$ cat src/rtl/multdiv_sequencer.sv
// Multiply/divide sequencer: accepts one operation from the pipeline, pulses the
// arithmetic unit, waits for its result and hands it to register writeback.
// Optional watchdog on the WAIT state is enabled by defining MULTDIV_SEQ_TIMEOUT_EN.
module multdiv_sequencer #(
  parameter int unsigned TIMEOUT = 64
) (
  input  logic        clock,
  input  logic        reset_n,
  input  logic        issue_valid,
  input  logic        issue_op,
  input  logic [31:0] issue_a,
  input  logic [15:0] issue_b,
  input  logic [4:0]  issue_rd,
  output logic        issue_ready,
  output logic        busy,
  output logic [31:0] md_operandA,
  output logic [15:0] md_operandB,
  output logic        md_ctrl_MULT,
  output logic        md_ctrl_DIV,
  input  logic [31:0] md_result,
  input  logic        md_exception,
  input  logic        md_resultRDY,
  output logic        wb_valid,
  output logic [4:0]  wb_rd,
  output logic [31:0] wb_data,
  output logic        wb_exception,
  input  logic        wb_ack
);

  typedef enum logic [1:0] {StIdle, StIssue, StWait, StWb} state_e;

  state_e      state_q, state_d;
  logic        op_q, op_d;
  logic [31:0] a_q, a_d;
  logic [15:0] b_q, b_d;
  logic [4:0]  rd_q, rd_d;
  logic [31:0] wb_data_q, wb_data_d;
  logic        wb_exc_q, wb_exc_d;
  logic        timeout;

`ifdef MULTDIV_SEQ_TIMEOUT_EN
  localparam int unsigned CntW = (TIMEOUT > 1) ? $clog2(TIMEOUT) : 1;

  logic [CntW-1:0] cnt_q, cnt_d;

  // Fires in the TIMEOUT-th WAIT cycle; a simultaneous md_resultRDY still wins.
  assign timeout = (state_q == StWait) && (cnt_q == CntW'(TIMEOUT - 1));

  // Watchdog next value: zeroed while issuing so the first WAIT cycle sees 0
  always_comb begin
    cnt_d = cnt_q;
    if (state_q == StIssue) begin
      cnt_d = '0;
    end else if (state_q == StWait) begin
      cnt_d = cnt_q + CntW'(1);
    end
  end

  // Watchdog register
  always_ff @(posedge clock) begin
    if (!reset_n) begin
      cnt_q <= '0;
    end else begin
      cnt_q <= cnt_d;
    end
  end
`else
  assign timeout = 1'b0;

  logic unused_timeout;
  assign unused_timeout = ^TIMEOUT;
`endif

  // State register
  always_ff @(posedge clock) begin
    if (!reset_n) begin
      state_q <= StIdle;
    end else begin
      state_q <= state_d;
    end
  end

  // Next-state logic
  always_comb begin
    state_d = state_q;
    unique case (state_q)
      StIdle:  if (issue_valid) state_d = StIssue;
      StIssue: state_d = StWait;
      StWait: begin
        // rd = 0 has no architectural destination, so writeback is skipped
        if (md_resultRDY || timeout) begin
          state_d = (rd_q != 5'd0) ? StWb : StIdle;
        end
      end
      StWb:    if (wb_ack) state_d = StIdle;
      default: state_d = StIdle;
    endcase
  end

  // Captured operands and result next values
  always_comb begin
    op_d      = op_q;
    a_d       = a_q;
    b_d       = b_q;
    rd_d      = rd_q;
    wb_data_d = wb_data_q;
    wb_exc_d  = wb_exc_q;
    if ((state_q == StIdle) && issue_valid) begin
      op_d = issue_op;
      a_d  = issue_a;
      b_d  = issue_b;
      rd_d = issue_rd;
    end
    if (state_q == StWait) begin
      if (md_resultRDY) begin
        wb_data_d = md_result;
        wb_exc_d  = md_exception;
      end else if (timeout) begin
        wb_data_d = 32'd0;
        wb_exc_d  = 1'b1;
      end
    end
  end

  // Captured operands and result registers
  always_ff @(posedge clock) begin
    if (!reset_n) begin
      op_q      <= 1'b0;
      a_q       <= 32'd0;
      b_q       <= 16'd0;
      rd_q      <= 5'd0;
      wb_data_q <= 32'd0;
      wb_exc_q  <= 1'b0;
    end else begin
      op_q      <= op_d;
      a_q       <= a_d;
      b_q       <= b_d;
      rd_q      <= rd_d;
      wb_data_q <= wb_data_d;
      wb_exc_q  <= wb_exc_d;
    end
  end

  // Outputs decoded from state; everything not owned by a state is held at 0
  always_comb begin
    issue_ready  = 1'b0;
    md_operandA  = 32'd0;
    md_operandB  = 16'd0;
    md_ctrl_MULT = 1'b0;
    md_ctrl_DIV  = 1'b0;
    wb_valid     = 1'b0;
    wb_rd        = 5'd0;
    wb_data      = 32'd0;
    wb_exception = 1'b0;
    unique case (state_q)
      StIdle: issue_ready = 1'b1;
      StIssue: begin
        md_operandA  = a_q;
        md_operandB  = b_q;
        md_ctrl_MULT = ~op_q;
        md_ctrl_DIV  = op_q;
      end
      StWait: begin
        md_operandA = a_q;
        md_operandB = b_q;
      end
      StWb: begin
        wb_valid     = 1'b1;
        wb_rd        = rd_q;
        wb_data      = wb_data_q;
        wb_exception = wb_exc_q;
      end
      default: ;
    endcase
    busy = ~issue_ready;
  end

endmodule

$ cat config.mk
export PLATFORM = sky130hd
export DESIGN_NAME = multdiv_sequencer
export DESIGN_NICKNAME = d
export VERILOG_FILES = /design/src/rtl/multdiv_sequencer.sv
export SDC_FILE = /design/constraint.sdc
export NUM_CORES = 1
export LEC_CHECK = 0
export ABC_AREA = 1
export CORE_MARGIN = 1.5
export CORE_UTILIZATION = 44
export CTS_CLUSTER_SIZE = 14
export DETAILED_ROUTE_END_ITERATION = 6
export PLACE_DENSITY = 0.85
export SETUP_SLACK_MARGIN = 0.02
export SLEW_MARGIN = 15
export SYNTH_ARGS = -nofsm -noshare
export SYNTH_HDL_FRONTEND = slang
export SYNTH_SLANG_ARGS = --single-unit
$ cat constraint.sdc
create_clock -name clock -period 4.7 [get_ports clock]
set_input_delay 1.175 -clock clock [delete_from_list [all_inputs] [get_ports clock]]
set_output_delay 1.175 -clock clock [all_outputs]
set_load 0.02 [all_outputs]
==> out/metrics.cfg, run 1 <==
[synth]
yosys.area.top_type=dfxtp_1
ys_ff=89
ys_types=18
mux_share_pct=0
yosys-stat-area_mm2=0.00391
ys_seq_share_pct=45.6
yosys_cells=594
syn_area_mm2=0.00391
topCellsByArea=dfxtp_1, nor2_1, o21ai_0
synth-edff-count=0
syn_avg_cell_area_um2=6.58
synthesis.nets=690
synth_warnings=0
topCombFamilyByArea=simple AND/OR/NAND/NOR gates
synthCells=594

[pwr]
seqPwrFrac_pct=37.7
total_power_mw=2.78
p_int_mw=1.68
power.switching_mw=1.10
pwr-share-clk_pct=18.0
powerDensity_mw_per_mm2=475
p_seq_mw=1.05
comb_cell_power_mw=1.23
switching_share_pct=39.5
p_comb_share_pct=44.3
power_leader=combinational logic

[routing]
drtIter0Drc=148
routedWlPerCell_um=12.0
top_layer_used=met4
routed-wl-met3_um=951
drc=0
viasPerCell=4.65
m1WireLength_um=4560

[worst_setup_path]
critPathKind=reg -> out
critPathBufInv=4
arrival_ns=2.37
crit_chain=inv_1 -> ha_1 -> buf_4 -> nand2_1 -> inv_1 -> clkdlybuf4s50_1
cpPeakStageDelay_ns=0.59
critPathMostFrequentCell=inv_1
rr_worst_depth=6

[worst_hold_path]
min_path_cells=2

[final_layout]
syn_to_final_growth_pct=50.0
lay_top_count=clkdlybuf4s50_1
drive_above_1_share_pct=2.64
antenna_cells=0
fin_area_mm2=0.00586
most-common-layout-cells=clkdlybuf4s50_1, nor2_1, inv_1, nand2_1, dfxtp_1
final_cells=867
nNetsFinal=850

[grt]
met2_usage_pct=36.2
grt_max_degree=90
grt_overflow=0
met3_usage_pct=6.55

[clocking]
clock-sinks=89
root_buffer=clkbuf_8
cts_max_path_buffers=2
clk_latency_ns=0.34
clk_pin_slew_ns=0.09

[sta]
maxSlewHeadroom_pct=36.4
setup_tns_ns=0
whs_ns=0.485
worstMarginPinSlew_ns=0.951
setup_viol=0

[floorplan]
fp-row-count=34
core_util_floorplan_pct=45.0
fp.dieArea_mm2=0.00946

[placement]
place_area_mm2=0.00567
pre_cts_slack_ns=1.53
dp_hpwl_um=7330
gp_congestion=0.829

[run_status]
outcome=finished clean

==> run 1: final timing paths <==
check	start	to	slack (ns)
min reg2reg	b_q[3]	b_q[3]	0.49
min	b_q[3]	b_q[3]	0.49
max	state_q[0]	md_operandB[13]	1.15
max reg2reg	state_q[0]	wb_data_q[14]	2.34
==> run 1: final cells by class <==
type | instances | area, um^2
Inverter | 98 | 373
Clock inverter | 5 | 56.3
Clock buffer | 11 | 131
Timing Repair Buffer | 184 | 1830
Tap cell | 108 | 135
Multi-Input combinational cell | 372 | 1550
Fill cell | 727 | 2810
Sequential cell | 89 | 1780
==> run 1: flip-flops by register name, summed over array words and instances (netlist names) <==
register / flops
a_q: 32
b_q: 16
op_q: 1
rd_q: 5
state_q: 2
wb_data_q: 32
wb_exc_q: 1
Fig. 1: run 1, M1 wires
Scale bar: 20 um. Supply wires on this layer in grey.
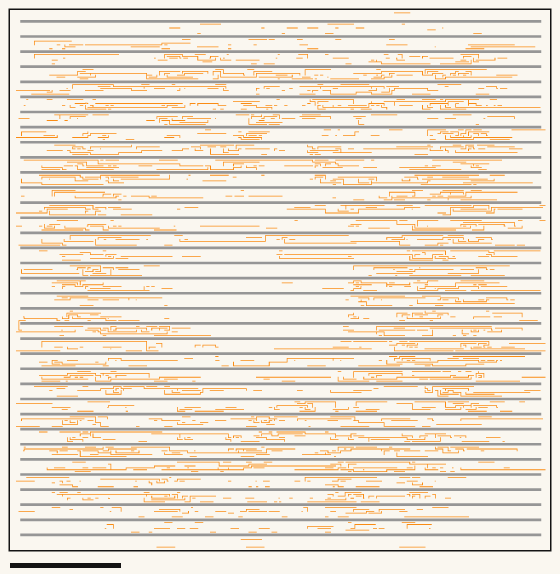
main direction: horizontal
wire length on this layer: 4560 um
longest straight run: 28.1 um
nets with wire on the layer: 756
share of all routed wire: 44%
DR vias: 4028
final WL: 10400 um

Fig. 2: run 1, met2 routing
Scale bar: 20 um.
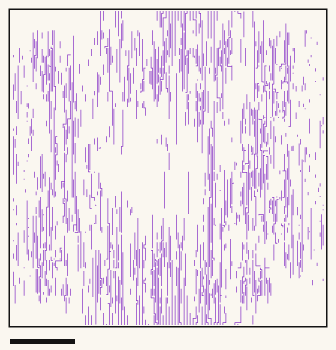
longest straight run: 35.4 um
nets with wire on the layer: 643
wire length on this layer: 4740 um

Fig. 3: run 1, metal 3
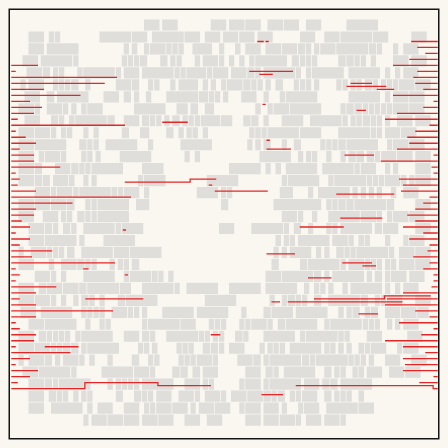
wire length on this layer: 952 um
nets with wire on the layer: 132
longest straight run: 31.1 um
main direction: horizontal
share of all routed wire: 9.2%

Fig. 4: run 1, metal 4
Scale bar: 20 um. Supply wires on this layer in grey.
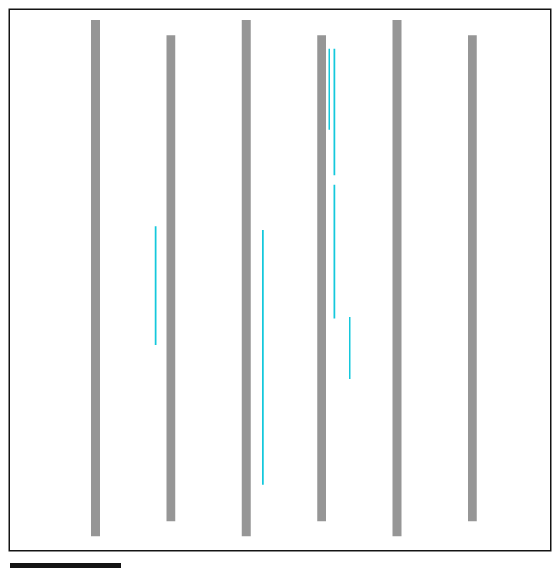
main direction: vertical
nets with wire on the layer: 4
wire length on this layer: 138 um
share of all routed wire: 1.3%
longest straight run: 45.6 um

--- run 2 (diff from run 1) ---
--- a/config.mk
+++ b/config.mk
@@ -7,10 +7,10 @@
 export LEC_CHECK = 0
 export ABC_AREA = 1
 export CORE_MARGIN = 1.5
-export CORE_UTILIZATION = 44
+export CORE_UTILIZATION = 37
 export CTS_CLUSTER_SIZE = 14
 export DETAILED_ROUTE_END_ITERATION = 6
-export PLACE_DENSITY = 0.85
+export PLACE_DENSITY = 0.76
 export SETUP_SLACK_MARGIN = 0.02
 export SLEW_MARGIN = 15
 export SYNTH_ARGS = -nofsm -noshare
==> constraint.sdc (replaced) <==
create_clock -name clock -period 3.05 [get_ports clock]
set_input_delay 0.7625 -clock clock [delete_from_list [all_inputs] [get_ports clock]]
set_output_delay 0.7625 -clock clock [all_outputs]
set_load 0.02 [all_outputs]
Fig. 5: run 2, metal 4
Scale bar: 20 um. Supply wires on this layer in grey.
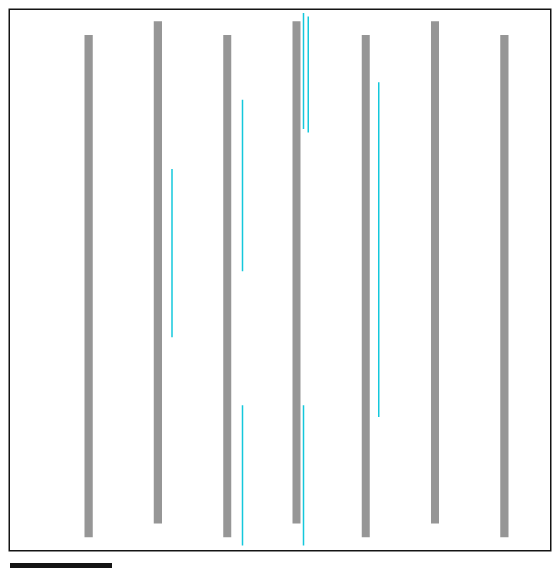
longest straight run: 65.3 um
nets with wire on the layer: 6
wire length on this layer: 231 um
main direction: vertical
share of all routed wire: 2.2%
final WL: 10700 um
DR vias: 4020

Fig. 6: run 2, M1 wires
Scale bar: 20 um. Supply wires on this layer in grey.
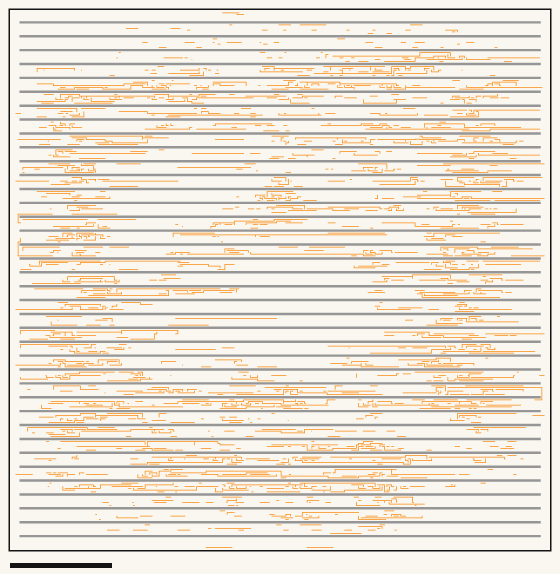
nets with wire on the layer: 753
share of all routed wire: 43%
main direction: horizontal
wire length on this layer: 4570 um
longest straight run: 40.5 um

==> out/metrics.cfg, run 2 <==
[run_status]
outcome=finished clean

[final_layout]
flops=89  ; unchanged
lay_top_count=nor2_1
fin_area_mm2=0.00610  ; +3.9%
bufAreaShareNonClock_pct=33.3  ; +2.0 points
clk_share_pct=3.10  ; -0.10 points
syn_to_final_growth_pct=56.0
nNetsFinal=856  ; +0.71%
sh_comb_area_pct=25.5  ; -0.96 points
n_fill_cell=961  ; +32%
buffers=190  ; +3.3%
final-seq-area_mm2=0.00178  ; unchanged
logic_area_mm2=0.00156  ; +0.16%
antenna_cells=0  ; unchanged
logic_gates=372  ; unchanged
inv_count=98  ; unchanged
most-common-layout-cells=nor2_1, clkdlybuf4s50_1, inv_1, nand2_1, dfxtp_1
seq_share_pct=29.2  ; -1.2 points
final.clkbuf_count=13  ; +2
reg_top3=a_q (32), wb_data_q (32), b_q (16)

[synth]
synth_warnings=0  ; unchanged
yosys.area.top_type=dfxtp_1
synth-edff-count=0  ; unchanged
synthesis.nets=690  ; unchanged
topCellsByArea=dfxtp_1, nor2_1, o21ai_0
syn_avg_cell_area_um2=6.58  ; unchanged
topCombFamilyByArea=simple AND/OR/NAND/NOR gates
mux_share_pct=0  ; unchanged
ys_seq_share_pct=45.6  ; unchanged
yosys-stat-area_mm2=0.00391  ; unchanged
yosys_cells=594  ; unchanged
synthCells=594  ; unchanged

[worst_hold_path]
hp-start=rd_q[3]

[placement]
dp_hpwl_um=7450  ; +1.6%
place_area_mm2=0.00576  ; +1.5%
gp_congestion=0.791  ; -4.6%

[worst_setup_path]
crit_path_end=wb_data[6]
critPathBufInv=3  ; -1
arrival_ns=2.02  ; -0.35 ns
critPathKind=reg -> out
cpPeakStageDelay_ns=0.59  ; about the same
crit_chain=ha_1 -> buf_4 -> nand2_1 -> inv_1 -> clkdlybuf4s50_1
r2r_slack_ns=1.34  ; -1.00 ns
cp-startpoint=state_q[1]
rr_worst_depth=7  ; +1

[clocking]
root_buffer=clkbuf_8
clk_pin_slew_ns=0.08  ; about the same
clock-sinks=89  ; unchanged
cts_max_path_buffers=2  ; unchanged
clk_latency_ns=0.35  ; about the same

[pwr]
total_power_mw=4.41  ; +58%
powerDensity_mw_per_mm2=724  ; +52%

[grt]
met3_usage_pct=5.26  ; -1.3 points
met2_usage_pct=30.6  ; -5.6 points
grt_max_degree=56  ; -38%
grt_overflow=0  ; unchanged

[routing]
routed-wl-met3_um=923  ; -2.9%
viasPerCell=4.46  ; -4.0%
routedWlPerCell_um=11.9  ; -0.99%
drc=0  ; unchanged
drtIter0Drc=152  ; +2.7%
m1WireLength_um=4570  ; +0.29%

[floorplan]
fp-row-count=37  ; +8.8%
core_util_floorplan_pct=38.0  ; -7.0 points
taps=136  ; +26%

[sta]
setup_viol=0  ; unchanged
whs_ns=0.482  ; -0.00346 ns
maxSlewHeadroom_pct=39.4  ; +3.0 points
worstMarginPinSlew_ns=0.909  ; -0.0425 ns
setup_tns_ns=0  ; unchanged

-- run 2: netlist changes by cell type in the layout (fill, tap and decap cells not counted), sizes merged --
| cell | previous run | this run |
|---|---|---|
| clkinvlp | 1 | 0 |
| clkdlybuf4s50 | 181 | 133 |
| clkinv | 3 | 2 |
| buf | 3 | 8 |
| dlymetal6s2s | 0 | 48 |
| clkbuf | 11 | 14 |
-- run 2: report_power, final --
part	internal (mW)	leakage, nW	switching (mW)
logic	0.830	2.97	1.18
registers	1.46	0.731	0.160
clock network	0.400	0.0974	0.388
-- run 2: timing repair --
| action | 4_1_cts | 5_1_grt |
|---|---|---|
| setup endpoints to repair | 0 | 48 |
| setup buffers | 0 | 0 |
| gates resized | 0 | 48 |
| endpoints found under the hold margin | 0 | 0 |
--- run 3 (diff from run 2) ---
--- a/config.mk
+++ b/config.mk
@@ -6,12 +6,14 @@
 export NUM_CORES = 1
 export LEC_CHECK = 0
 export ABC_AREA = 1
-export CORE_MARGIN = 1.5
-export CORE_UTILIZATION = 37
+export CORE_MARGIN = 10
+export CORE_UTILIZATION = 57
 export CTS_CLUSTER_SIZE = 14
 export DETAILED_ROUTE_END_ITERATION = 6
-export PLACE_DENSITY = 0.76
+export DONT_BUFFER_PORTS = 1
+export PLACE_DENSITY = 0.75
 export SETUP_SLACK_MARGIN = 0.02
+export SKIP_CTS_REPAIR_TIMING = 1
 export SLEW_MARGIN = 15
 export SYNTH_ARGS = -nofsm -noshare
 export SYNTH_HDL_FRONTEND = slang
Fig. 7: run 3, routing congestion
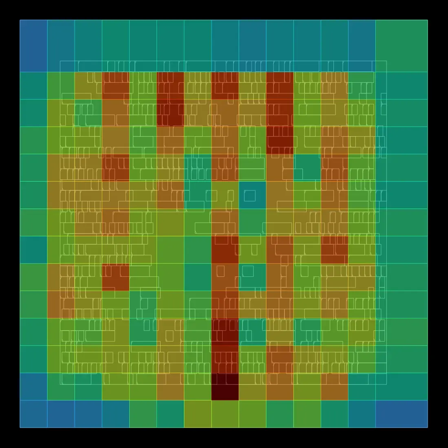
Total GRT Usage: 17.7%
Routed WL per cell: 15.0 um

Fig. 8: run 3, metal 3
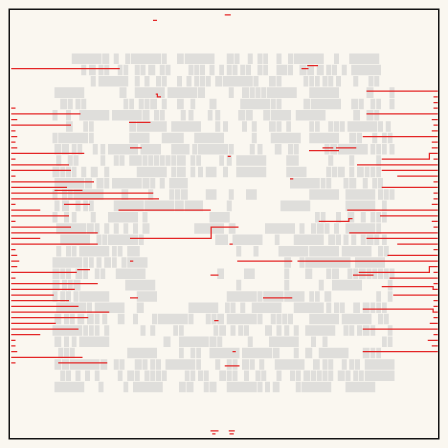
wire length on this layer: 1010 um
share of all routed wire: 10%
main direction: horizontal
final WL: 9900 um
GRT met3 Usage: 6.90%
DR vias: 3359

==> out/metrics.cfg, run 3 <==
[synth]
ys_types=18
ys_seq_share_pct=45.6  ; unchanged
topCellsByArea=dfxtp_1, nor2_1, o21ai_0
ys_sh_adder_pct=1.28
topCombFamilyByArea=simple AND/OR/NAND/NOR gates
synth-edff-count=0  ; unchanged
syn_avg_cell_area_um2=6.58  ; unchanged
synthCells=594  ; unchanged
mux_share_pct=0  ; unchanged
synthesis.nets=690  ; unchanged
yosys-stat-area_mm2=0.00391  ; unchanged

[worst_setup_path]
crit_chain=ha_2 -> nand2_1 -> inv_1
cpPeakStageDelay_ns=0.67  ; +0.08 ns
arrival_ns=1.77  ; -0.25 ns
rr_worst_depth=6  ; -1
critPathKind=reg -> out
cp-startpoint=state_q[0]
critPathBufInv=1  ; -2
crit_path_end=wb_rd[4]

[final_layout]
final.clkbuf_count=9  ; -4
logic_gates=372  ; unchanged
flops=89  ; unchanged
antenna_cells=1  ; +1
drive_above_1_share_pct=4.31
sh_comb_area_pct=38.4  ; +13 points
logic_area_mm2=0.00156  ; unchanged
n_fill_cell=680  ; -29%
fin_area_mm2=0.00405  ; -34%
clk_share_pct=4.83  ; +1.7 points
lay_top_count=nor2_1
syn_to_final_growth_pct=3.49
buffers=5  ; -97%
inv_count=98  ; unchanged
final-seq-area_mm2=0.00178  ; unchanged
seq_share_pct=44.0  ; +15 points
most-common-layout-cells=nor2_1, inv_1, nand2_1
bufAreaShareNonClock_pct=0.928  ; -32 points

[clocking]
clock-sinks=89  ; unchanged
clk_pin_slew_ns=0.09  ; about the same
cts_buffers=9
cts_max_path_buffers=2  ; unchanged
root_buffer=clkbuf_8

[sta]
setup_viol=0  ; unchanged
whs_ns=0.488  ; +0.00612 ns
setup_tns_ns=0  ; unchanged
worstMarginPinSlew_ns=0.701  ; -0.208 ns

[run_status]
outcome=finished clean

[floorplan]
fp-row-count=30  ; -19%
core_util_floorplan_pct=58.2  ; +20 points
taps=80  ; -41%

[grt]
met2_usage_pct=27.8  ; -2.8 points
grt_max_degree=90  ; +61%
grt_pass1_vias=3128
grt_overflow=0  ; unchanged

[routing]
routed-wl-met3_um=1010  ; +9.6%
wl_met2_um=4470
final_antenna_net_count=0
drtIter0Drc=130  ; -14%
viasPerCell=5.08  ; +14%
m1WireLength_um=4120  ; -10%
drc=0  ; unchanged

[pwr]
power.switching_mw=1.63  ; -5.3%
p_int_mw=2.19  ; -18%
powerDensity_mw_per_mm2=945  ; +31%
pwr-share-clk_pct=20.8  ; +2.9 points
seqPwrFrac_pct=42.2  ; +5.5 points
switching_share_pct=42.7  ; +3.6 points
total_power_mw=3.82  ; -13%

[placement]
place_area_mm2=0.00385  ; -33%
gp_congestion=0.755  ; -4.5%

[worst_hold_path]
min_path_type=reg -> reg
hp-start=b_q[10]

[run 3: cell count changes in the layout (fill, tap and decap cells not counted), sizes merged]
cell           previous run  this run
buf                       8         5
diode                     0         1
clkbuf                   14         9
dlymetal6s2s             48         0
clkinv                    2         6
clkdlybuf4s50           133         0
[run 3: power by group through the flow]
stage               clock network (mW)  registers, mW  logic [mW]
global route                     0.862           1.65        1.61
floorplan                            0           1.60        1.28
detailed placement                   0           1.64        1.44
global placement                     0           1.63        1.42
CTS                              0.814           1.61        1.44
finish                           0.794           1.61        1.42
[run 3: cell families after synthesis]
| group | Yosys count |
|---|---|
| AND-OR/OR-AND | 89 |
| adder cells (fa/ha/maj) | 4 |
| buffers and inverters | 133 |
| flip-flops | 89 |
| AND/OR/NAND/NOR | 279 |
Power and IR drop assume default switching activity.
